<file path="config.mk">
export PLATFORM = sky130hd
export DESIGN_NAME = param_divider
export DESIGN_NICKNAME = d
export VERILOG_FILES = /design/src/rtl/param_divider.sv
export SDC_FILE = /design/constraint.sdc
export NUM_CORES = 1
export LEC_CHECK = 0
export CORE_ASPECT_RATIO = 0.6
export CORE_MARGIN = 2
export CORE_UTILIZATION = 23
export DETAILED_ROUTE_END_ITERATION = 8
export GPL_TIMING_DRIVEN = 0
export SLEW_MARGIN = 20
export SYNTH_ARGS = -nofsm -noshare
export SYNTH_HDL_FRONTEND = slang
export SYNTH_SLANG_ARGS = --single-unit
</file>
<file path="constraint.sdc">
create_clock -name clk -period 3.89 [get_ports clk]
set_input_delay 0.389 -clock clk [delete_from_list [all_inputs] [get_ports clk]]
set_output_delay 0.389 -clock clk [all_outputs]
set_load 0.01 [all_outputs]
</file>
<file path="src/rtl/param_divider.sv">
// Sequential restoring divider: N-bit dividend by M-bit divisor, one quotient bit per clock.
// Optional two's-complement mode is compiled in with `define DIVIDER_SIGNED_EN (adds input signed_mode).
module param_divider #(
  parameter int N = 8,
  parameter int M = 7
) (
  input  logic         clk,
  input  logic         reset,
  input  logic         start,
  input  logic [N-1:0] dividendin,
  input  logic [M-1:0] divisorin,
`ifdef DIVIDER_SIGNED_EN
  input  logic         signed_mode,
`endif
  output logic         busy,
  output logic         done,
  output logic [N-1:0] quotient,
  output logic [M-1:0] remainder,
  output logic         divzero
);

  // state | meaning
  // IDLE  | waiting for start
  // RUN   | N shift/subtract iterations on the captured operands
  // DONE  | results valid for one cycle; start here chains the next operation
  typedef enum logic [1:0] {S_IDLE, S_RUN, S_DONE} state_t;

  localparam int CW = $clog2(N + 1);

  state_t         state_q, state_d;
  logic [CW-1:0]  cnt_q, cnt_d;
  logic [N-1:0]   dvd_q, dvd_d;
  logic [M-1:0]   dvs_q, dvs_d;
  logic [M-1:0]   rem_q, rem_d;
  logic           neg_quo_q, neg_quo_d;
  logic           neg_rem_q, neg_rem_d;
  logic           busy_q, busy_d;
  logic           done_q, done_d;
  logic [N-1:0]   quotient_q, quotient_d;
  logic [M-1:0]   remainder_q, remainder_d;
  logic           divzero_q, divzero_d;

  logic           smode;
  logic           a_neg, b_neg;
  logic [N-1:0]   a_mag;
  logic [M-1:0]   b_mag;
  logic [M:0]     shifted;
  logic [M+1:0]   trial;
  logic           qbit;
  logic [M-1:0]   rem_next;
  logic [N-1:0]   dvd_next;
  logic [N-1:0]   quo_fin;
  logic [M-1:0]   rem_fin;
  logic           accept;

`ifdef DIVIDER_SIGNED_EN
  assign smode = signed_mode;
`else
  assign smode = 1'b0;
`endif

  // Operands are reduced to magnitudes at capture; -2^(N-1) still fits as unsigned.
  assign a_neg = smode & dividendin[N-1];
  assign b_neg = smode & divisorin[M-1];
  assign a_mag = a_neg ? -dividendin : dividendin;
  assign b_mag = b_neg ? -divisorin  : divisorin;

  // One restoring step; the extra top bit of trial is the borrow.
  assign shifted  = {rem_q, dvd_q[N-1]};
  assign trial    = {1'b0, shifted} - {2'b00, dvs_q};
  assign qbit     = ~trial[M+1];
  assign rem_next = qbit ? trial[M-1:0] : shifted[M-1:0];
  assign dvd_next = {dvd_q[N-2:0], qbit};

  assign quo_fin  = neg_quo_q ? -dvd_next : dvd_next;
  assign rem_fin  = neg_rem_q ? -rem_next : rem_next;

  assign accept   = start && (state_q != S_RUN);

  always_comb begin
    state_d     = state_q;
    cnt_d       = cnt_q;
    dvd_d       = dvd_q;
    dvs_d       = dvs_q;
    rem_d       = rem_q;
    neg_quo_d   = neg_quo_q;
    neg_rem_d   = neg_rem_q;
    quotient_d  = quotient_q;
    remainder_d = remainder_q;
    divzero_d   = divzero_q;

    if (accept) begin
      cnt_d     = '0;
      dvd_d     = a_mag;
      dvs_d     = b_mag;
      rem_d     = '0;
      neg_quo_d = a_neg ^ b_neg;
      neg_rem_d = a_neg;
      if (divisorin == '0) begin
        state_d     = S_DONE;
        quotient_d  = '1;
        remainder_d = dividendin[M-1:0];
        divzero_d   = 1'b1;
      end else begin
        state_d   = S_RUN;
        divzero_d = 1'b0;
      end
    end else if (state_q == S_RUN) begin
      dvd_d = dvd_next;
      rem_d = rem_next;
      cnt_d = cnt_q + 1'b1;
      if (cnt_q == CW'(N - 1)) begin
        state_d     = S_DONE;
        quotient_d  = quo_fin;
        remainder_d = rem_fin;
      end
    end else if (state_q == S_DONE) begin
      state_d = S_IDLE;
    end

    busy_d = (state_d == S_RUN);
    done_d = (state_d == S_DONE);
  end

  always_ff @(posedge clk) begin
    if (reset) begin
      state_q     <= S_IDLE;
      cnt_q       <= '0;
      dvd_q       <= '0;
      dvs_q       <= '0;
      rem_q       <= '0;
      neg_quo_q   <= 1'b0;
      neg_rem_q   <= 1'b0;
      busy_q      <= 1'b0;
      done_q      <= 1'b0;
      quotient_q  <= '0;
      remainder_q <= '0;
      divzero_q   <= 1'b0;
    end else begin
      state_q     <= state_d;
      cnt_q       <= cnt_d;
      dvd_q       <= dvd_d;
      dvs_q       <= dvs_d;
      rem_q       <= rem_d;
      neg_quo_q   <= neg_quo_d;
      neg_rem_q   <= neg_rem_d;
      busy_q      <= busy_d;
      done_q      <= done_d;
      quotient_q  <= quotient_d;
      remainder_q <= remainder_d;
      divzero_q   <= divzero_d;
    end
  end

  assign busy      = busy_q;
  assign done      = done_q;
  assign quotient  = quotient_q;
  assign remainder = remainder_q;
  assign divzero   = divzero_q;

endmodule

</file>
Clock distribution:
Scale bar: 50 µm.
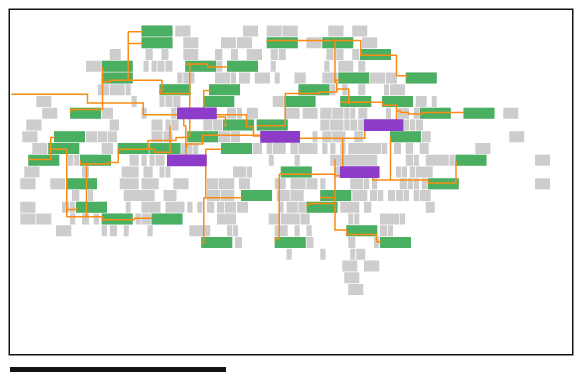
[green] flip-flops | count: 46
[orange] clock wires | length: 636 µm
[purple] cells driving clock nets | count: 5
routed clock nets	6

The clock network:
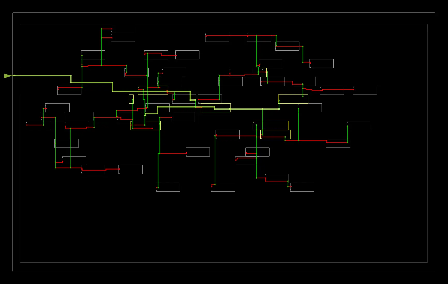
Latency at later pin: 0.28 ns
Clk. pwr: 0.484 mW
CTS Buf Count: 5
CTS Sinks: 46
Clock Skews: 0.00546 ns

Gate families picked out:
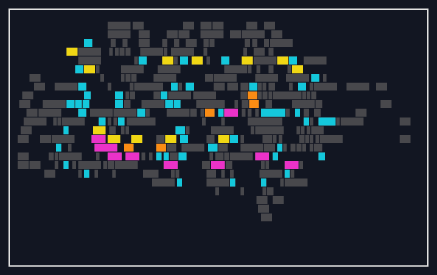
colour	family	cells
magenta	adder and majority cells	9
orange	XOR/XNOR gates	5
cyan	inverting AOI/OAI gates	48
yellow	multiplexers	12
Commonest Layout Cell: dfxtp_1
final cell count without fillers: 427

==> flow_metrics.py <==
# Generated from Yosys and OpenROAD reports
metrics = {
    "flow_run": {
        "log.warning_count": 26,
    },
    "final_timing": {
        "hold_violations": 0,
        "maxSlewHeadroom_pct": 52.0,
        "setup_viol": 0,
        "fmax_mhz": 413,
    },
    "yosys": {
        "syn-num-nets": 281,
        "area_leaders": "dfxtp_1, nor2_1, a211oi_1",
        "synth.avg_cell_area_um2": 8.64,
        "common_cells": "dfxtp_1, nor2_1, nand2_1",
        "synth_cells": 254,
        "synth_stat.cells": 254,
        "syn_area_um2": 2190,
    },
    "critical_path": {
        "start_kind": "register",
        "cp_slowest_cell": "fa_1",
        "arrival_ns": 2.60,
        "crit_path_max_incr_delay_ns": 0.45,
        "critPathMaxFanout": 10,
        "end_kind": "register",
    },
    "power": {
        "combPwrFrac_pct": 18.1,
        "power.switching_mw": 0.315,
    },
    "finish": {
        "areaGrowthSynthToFinish_pct": 30.8,
        "n_fill_cell": 982,
        "n_antenna_cell": 0,
    },
    "routing": {
        "routed_wl_mm": 6.01,
        "num_vias": 1981,
        "via_per_inst": 4.64,
    },
    "die": {
        "fp.dieW_um": 130,
    },
    "clock_tree": {
        "cts_tree": "built",
        "clk_pin_slew_worst_paths_ns": 0.06,
    },
    "placed_design": {
        "post-place-ws_ns": 1.38,
        "dp_hpwl_mm": 4.64,
    },
    "outcome": {
        "outcome": "finished, final reports clean",
    },
    "global_routing": {
        "grt_pass1_wl_mm": 10.1,
    },
}
worst register-to-register path: cells and delay by family (launching register included):
kind                     cells  cell delay [ns]
AND-OR/OR-AND                4             1.02
buffers and inverters        1             0.09
adder cells (fa/ha/maj)      2             0.67
AND/OR/NAND/NOR              1             0.15
flip-flops                   1             0.40
power by group through the flow:
stage               clock network, mW  registers [mW]  logic [mW]
global route                    0.513           0.508       0.241
global placement                    0           0.515       0.212
finish                          0.484           0.505       0.218
CTS                             0.490           0.505       0.218
floorplan                           0           0.512       0.153
detailed placement                  0           0.515       0.217
cell usage in the layout, fill, tap and decap left out, drive strengths merged, types with 5 or more instances in the layout:
master,synthesis,routed
nand2b,6,6
a211oi,14,14
nor3,21,21
a21oi,13,13
ha,8,8
mux2i,10,10
clkbuf,12,19
dfxtp,46,46
inv,11,11
nor2,30,30
clkdlybuf4s50,0,35
a22oi,5,5
nand2,25,25
o22ai,8,8
layer usage:
metal  vias up  track usage (%)  part of all wire (%)
met1       951             19.0                    56
met5         -                0                     0
li1        988                -                     -
met2        42             18.3                    39
met3         0             2.95                   5.1
met4         0             1.29                     0
final timing paths:
kind / to / slack [ns] / start / cells past startpoint
worst max register to register: remainder[5] / 1.47 / dvd_q[7] / 8
worst min register to register: dvs_q[6] / 0.46 / dvs_q[6] / 2
worst max-delay path: remainder[5] / 1.47 / dvd_q[7] / 8
worst min-delay path: dvs_q[6] / 0.46 / dvs_q[6] / 2
cells by family after synthesis:
family | after synthesis | synth area share, %
AND-OR/OR-AND | 56 | 18.5
XOR/XNOR | 5 | 2.00
multiplexers | 12 | 5.59
buffers and inverters | 26 | 4.50
AND/OR/NAND/NOR | 100 | 22.0
flip-flops | 46 | 42.0
adder cells (fa/ha/maj) | 9 | 5.47
sequential cells by signal (all words and copies together), names as in the netlist:
| name | cells |
|---|---|
| remainder | 7 |
| done | 1 |
| cnt_q | 4 |
| rem_q | 7 |
| divzero | 1 |
| busy | 1 |
| dvd_q | 8 |
| state_q | 2 |
| dvs_q | 7 |
| quotient | 8 |
layout make-up:
class / instances / area (µm²) / area share (%)
sequential: 46 / 921 / 32.1
inverter: 11 / 41.3 / 1.44
multi-input combinational: 182 / 1170 / 40.9
tap: 130 / 163 / 5.67
buffer: 15 / 57.6 / 2.01
timing repair buffer: 35 / 350 / 12.2
clock inverter: 1 / 30.0 / 1.05
clock buffer: 7 / 133 / 4.62
through the flow:
step | power [mW] | cells | hold slack [ns] | cell area (µm²)
floorplan | 0.664 | 254 | 0.436 | 2190
global route | 1.26 | 427 | 0.481 | 2870
detailed placement | 0.733 | 419 | 0.448 | 2710
CTS | 1.21 | 427 | 0.458 | 2870
global placement | 0.727 | 419 | 0.447 | 2710
finish | 1.21 | 427 | 0.457 | 2870
Power figures rest on the tool's default switching activity, not on a simulated workload.
